### Sequential cells colored by netlist name

Scale bar: 100 um.
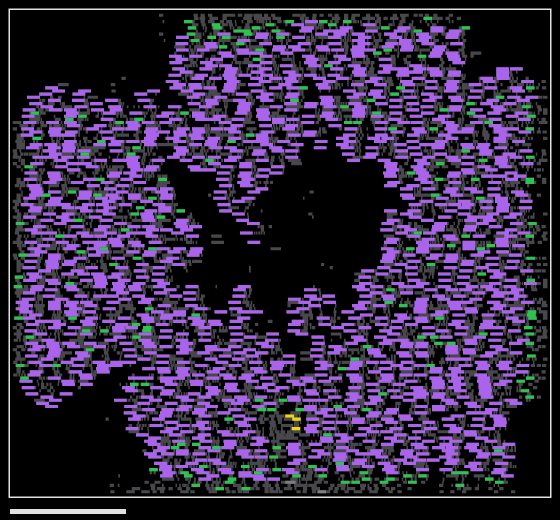
### Metal layers overlaid

Scale bar: 100 um. Two of the layers only.
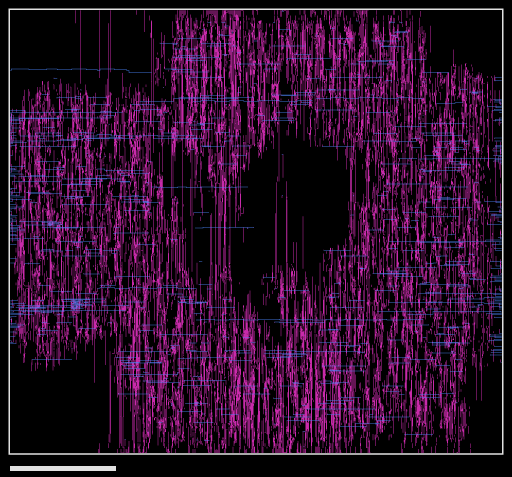
### Clock wiring as the flow saved it

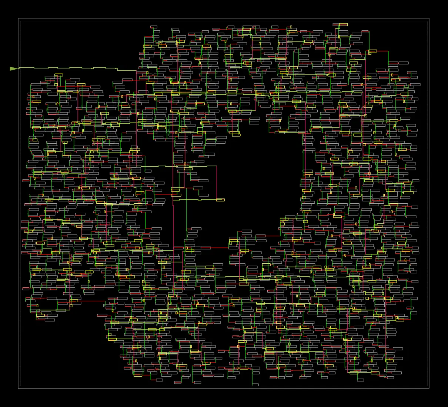
### Clock distribution

Scale bar: 100 um.
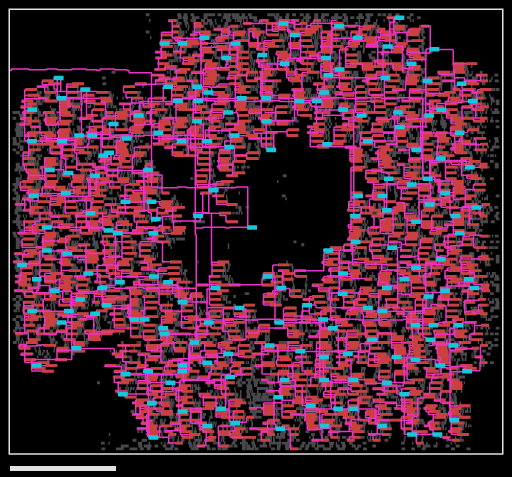
### Cell classes on the final placement

Fill, decap, tap and diode cells in gray.
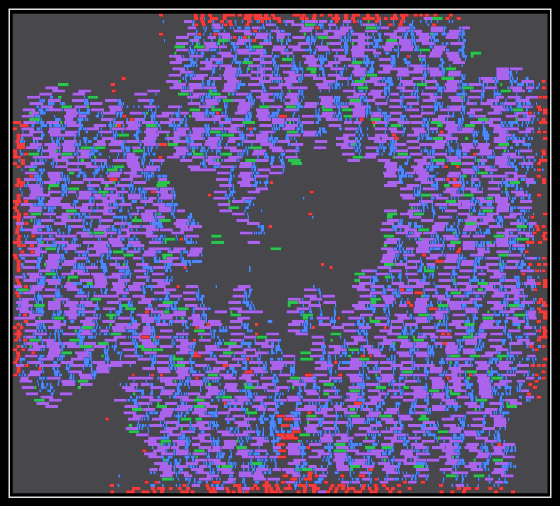
**config.mk**
```make
export PLATFORM = sky130hd
export DESIGN_NAME = sram_sp_init_array
export DESIGN_NICKNAME = d
export VERILOG_FILES = /design/src/rtl/sram_sp_init_array.sv
export SDC_FILE = /design/constraint.sdc
export NUM_CORES = 2
export LEC_CHECK = 0
export ABC_AREA = 1
export ABC_CLOCK_PERIOD_IN_PS = 8900
export CAP_MARGIN = 20
export CORE_ASPECT_RATIO = 0.9
export CORE_MARGIN = 2
export CORE_UTILIZATION = 40
export CTS_CLUSTER_SIZE = 16
export DETAILED_ROUTE_END_ITERATION = 8
export SLEW_MARGIN = 15
export SYNTH_ARGS = -nofsm -noshare
export SYNTH_HDL_FRONTEND = slang
export SYNTH_SLANG_ARGS = --single-unit
export TNS_END_PERCENT = 30
```
**constraint.sdc**
```tcl
create_clock -name clock -period 8.9 [get_ports clock]
set_input_delay 1.78 -clock clock [delete_from_list [all_inputs] [get_ports clock]]
set_output_delay 1.78 -clock clock [all_outputs]
set_load 0.1 [all_outputs]
```
**src/rtl/sram_sp_init_array.sv**
```systemverilog
// Single-port SRAM with lane write mask that zero-fills every entry after reset.
// Reads return after READ_LAT cycles. Accesses are ignored until ready is high.
module sram_sp_init_array #(
    parameter int DEPTH    = 8,
    parameter int WIDTH    = 200,
    parameter int LANES    = 2,
    parameter int READ_LAT = 1,
    localparam int AW      = (DEPTH > 1) ? $clog2(DEPTH) : 1
) (
    input  logic             clock,
    input  logic             reset,
    input  logic [AW-1:0]    RW0_addr,
    input  logic             RW0_en,
    input  logic             RW0_wmode,
    input  logic [LANES-1:0] RW0_wmask,
    input  logic [WIDTH-1:0] RW0_wdata,
    output logic [WIDTH-1:0] RW0_rdata,
    output logic             RW0_rvalid,
    output logic             ready
);
    localparam int LW = WIDTH / LANES;

    typedef enum logic {ST_INIT, ST_READY} state_t;

    state_t           state_q, state_d;
    logic [AW-1:0]    cnt_q, cnt_d;
    logic             pipe_vld_q, pipe_vld_d;
    logic [WIDTH-1:0] pipe_dat_q, pipe_dat_d;
    logic             rvalid_q, rvalid_d;
    logic [WIDTH-1:0] rdata_q, rdata_d;

    logic [WIDTH-1:0] mem_array [DEPTH];

    logic             addr_ok;
    logic             rd_fire;
    logic [WIDTH-1:0] rd_dat;
    logic             src_vld;
    logic [WIDTH-1:0] src_dat;
    logic             wr_en;
    logic [AW-1:0]    wr_idx;
    logic [LANES-1:0] wr_lanes;
    logic [WIDTH-1:0] wr_dat;

    // Out-of-range addresses only exist when DEPTH is not a power of two.
    assign addr_ok = (int'(RW0_addr) < DEPTH);
    assign ready   = (state_q == ST_READY);

    always_comb begin
        state_d  = state_q;
        cnt_d    = cnt_q;
        wr_en    = 1'b0;
        wr_idx   = cnt_q;
        wr_lanes = '0;
        wr_dat   = '0;
        case (state_q)
            ST_INIT: begin
                wr_en    = 1'b1;
                wr_lanes = '1;
                if (cnt_q == AW'(DEPTH - 1)) begin
                    state_d = ST_READY;
                    cnt_d   = '0;
                end else begin
                    cnt_d = cnt_q + AW'(1);
                end
            end
            ST_READY: begin
                wr_en    = RW0_en & RW0_wmode & addr_ok;
                wr_idx   = RW0_addr;
                wr_lanes = RW0_wmask;
                wr_dat   = RW0_wdata;
            end
            default: state_d = ST_INIT;
        endcase
    end

    always_comb begin
        rd_fire    = ready & RW0_en & ~RW0_wmode;
        rd_dat     = addr_ok ? mem_array[RW0_addr] : '0;
        pipe_vld_d = rd_fire;
        pipe_dat_d = rd_fire ? rd_dat : pipe_dat_q;
        src_vld    = (READ_LAT == 2) ? pipe_vld_q : rd_fire;
        src_dat    = (READ_LAT == 2) ? pipe_dat_q : rd_dat;
        rvalid_d   = src_vld;
        rdata_d    = src_vld ? src_dat : rdata_q;
    end

    always_ff @(posedge clock) begin
        if (reset) begin
            state_q    <= ST_INIT;
            cnt_q      <= '0;
            pipe_vld_q <= 1'b0;
            pipe_dat_q <= '0;
            rvalid_q   <= 1'b0;
            rdata_q    <= '0;
        end else begin
            state_q    <= state_d;
            cnt_q      <= cnt_d;
            pipe_vld_q <= pipe_vld_d;
            pipe_dat_q <= pipe_dat_d;
            rvalid_q   <= rvalid_d;
            rdata_q    <= rdata_d;
        end
    end

    // Storage has no reset; the INIT sweep is what clears it.
    always_ff @(posedge clock) begin
        if (wr_en && !reset) begin
            for (int l = 0; l < LANES; l++) begin
                if (wr_lanes[l]) begin
                    mem_array[wr_idx][l*LW +: LW] <= wr_dat[l*LW +: LW];
                end
            end
        end
    end

    assign RW0_rvalid = rvalid_q;
    assign RW0_rdata  = rdata_q;

endmodule

```
==> flow_summary.toml <==
# yosys + openroad results
[timing]
maxSlewHeadroom = 0.200
whs_ns = 0.517
setup_slack_ns = 4.19
fin_tns_setup_ns = 0
max_freq_ghz = 0.212
slew_violations = 0

[finish]
signal_buffers = 473
nFillCells = 17400
design_area_mm2 = 0.0889
fin_nets = 8141
sh_comb_area = 0.179
logic_gate_count = 3653
nNonClkInverters = 1809
buf_share = 0.0550
final_cell_mix = "nand2_1, inv_1, edfxtp_1"
flops = 1805
diodes = 5
max_flop_register = "mem_array"

[floorplanning]
die_height_um = 419
core_mm2 = 0.191
chip_area_mm2 = 0.195
rows = 152
well_tap_count = 2541
dieWidth_um = 465

[drt]
wl_met2_um = 95800
highest_layer = "met4"
drt-met1-wl_um = 85500
detail-route-antenna-nets = 0
drt_wl_total_um = 197000
dr.pass1.iters = 6

[critical_path]
arrival_ns = 5.14
regToRegSetupSlack_ns = 4.83
worstPathCellList = "clkbuf_8, inv_8, nand2_1, o21ai_0, nor2_1, nand2_1, nor2_4, buf_4"
critPathLaunchType = "primary input"
critPathCaptureType = "flip-flop"
path_max_fanout = 79
cpMostUsedCell = "nand2_1"

[cts]
hold_buffers = 0
htree_num_levels = 4
clock_path_buffers = 3
clk_pin_slew_worst_paths_ns = 0.06
cts_resized = 0
cts_tree = "built"
clock_sinks = 1805

[placement]
globalplace.congestion = 0.761

[power_and_ir_drop]
cellLeakagePower_uw = 0.0392
powerComb_uw = 1150
power.group.top = "sequential cells"
power.switching_uw = 4160
p_seq_frac = 0.517
switching_share = 0.228
intPower_uw = 14100
p_per_area_mw_per_mm2 = 205
vdd_drop_max_mv = 0.191

[outcome]
status = "completed"

[synth]
synth_stat.cells = 7666
ys_seq_frac = 0.680
yosysWarningCount = 0
compound_area_frac = 0.0269
synth-simple-area-share = 0.178
mux_share = 0

[global_route]
grt.total_usage = 0.199
busiest_layer = "met2"
gr-usage-met1 = 0.260
grt-ovfl-total = 0

[worst_hold_path]
hold_path_class = "reg2reg"
Back to the opening pictures, 'Sequential cells colored by netlist name':
legend:
  yellow:
    netlist_name: cnt_q
    placed_flops: 3
  purple:
    netlist_name: mem_array
    placed_flops: 1600
    where: all over the die
  green:
    netlist_name: RW0_rdata
    placed_flops: 200
    where: all over the die
not colored: 2

Back to the opening pictures, 'Metal layers overlaid':
legend:
  blue:
    layer: met3
    wire_length: 10900 um
  magenta:
    layer: met2
    wire_length: 95.8 mm

Back to the opening pictures, 'Clock wiring as the flow saved it':
clk ins delay skew pair: 0.84 ns
# clk buffers: 271
Clk. pwr: 7670 uW

Back to the opening pictures, 'Clock distribution':
legend:
  magenta:
    item: clock wires
    length: 21.8 mm
  red:
    item: flip-flops
    count: 1805
  cyan:
    item: cells driving clock nets
    count: 188
routed clock nets: 189

Back to the opening pictures, 'Cell classes on the final placement':
legend:
  green:
    class: clock drivers and dummy loads
    cells: 354
    share_of_their_area: 7.0%
  red:
    class: other buffers and delay cells
    cells: 473
    share_of_their_area: 5.7%
  blue:
    class: all other logic
    cells: 5462
    share_of_their_area: 26%
  purple:
    class: flops
    cells: 1805
    share_of_their_area: 61%

## final timing paths
path	from	to
max	RW0_addr[2]	mem_array[6][30]
min	cnt_q[0]	cnt_q[0]
max reg2reg	ready	mem_array[6][30]
min reg2reg	cnt_q[0]	cnt_q[0]
## through the flow
step | instances | total power [uW]
2_1_floorplan | 7666 | 10400
3_3_place_gp | 10300 | 10800
3_5_place_dp | 10300 | 10800
4_1_cts | 10600 | 18400
5_1_grt | 10600 | 18900
6_report | 10600 | 18300
## synthesized netlist by cell type, drive strengths merged
library cell     n  area share
nor3             1    0.000065
buf            301       0.021
o21ai          207       0.014
a21oi          203       0.013
ha               2     0.00033
nand2         2014       0.099
clkbuf          98      0.0048
dfxtp          205       0.054
nor2            26      0.0013
edfxtp        1600        0.63
nand3         1200       0.078
inv           1809       0.089
No activity file was given, so power comes from the tool's default toggle rates.
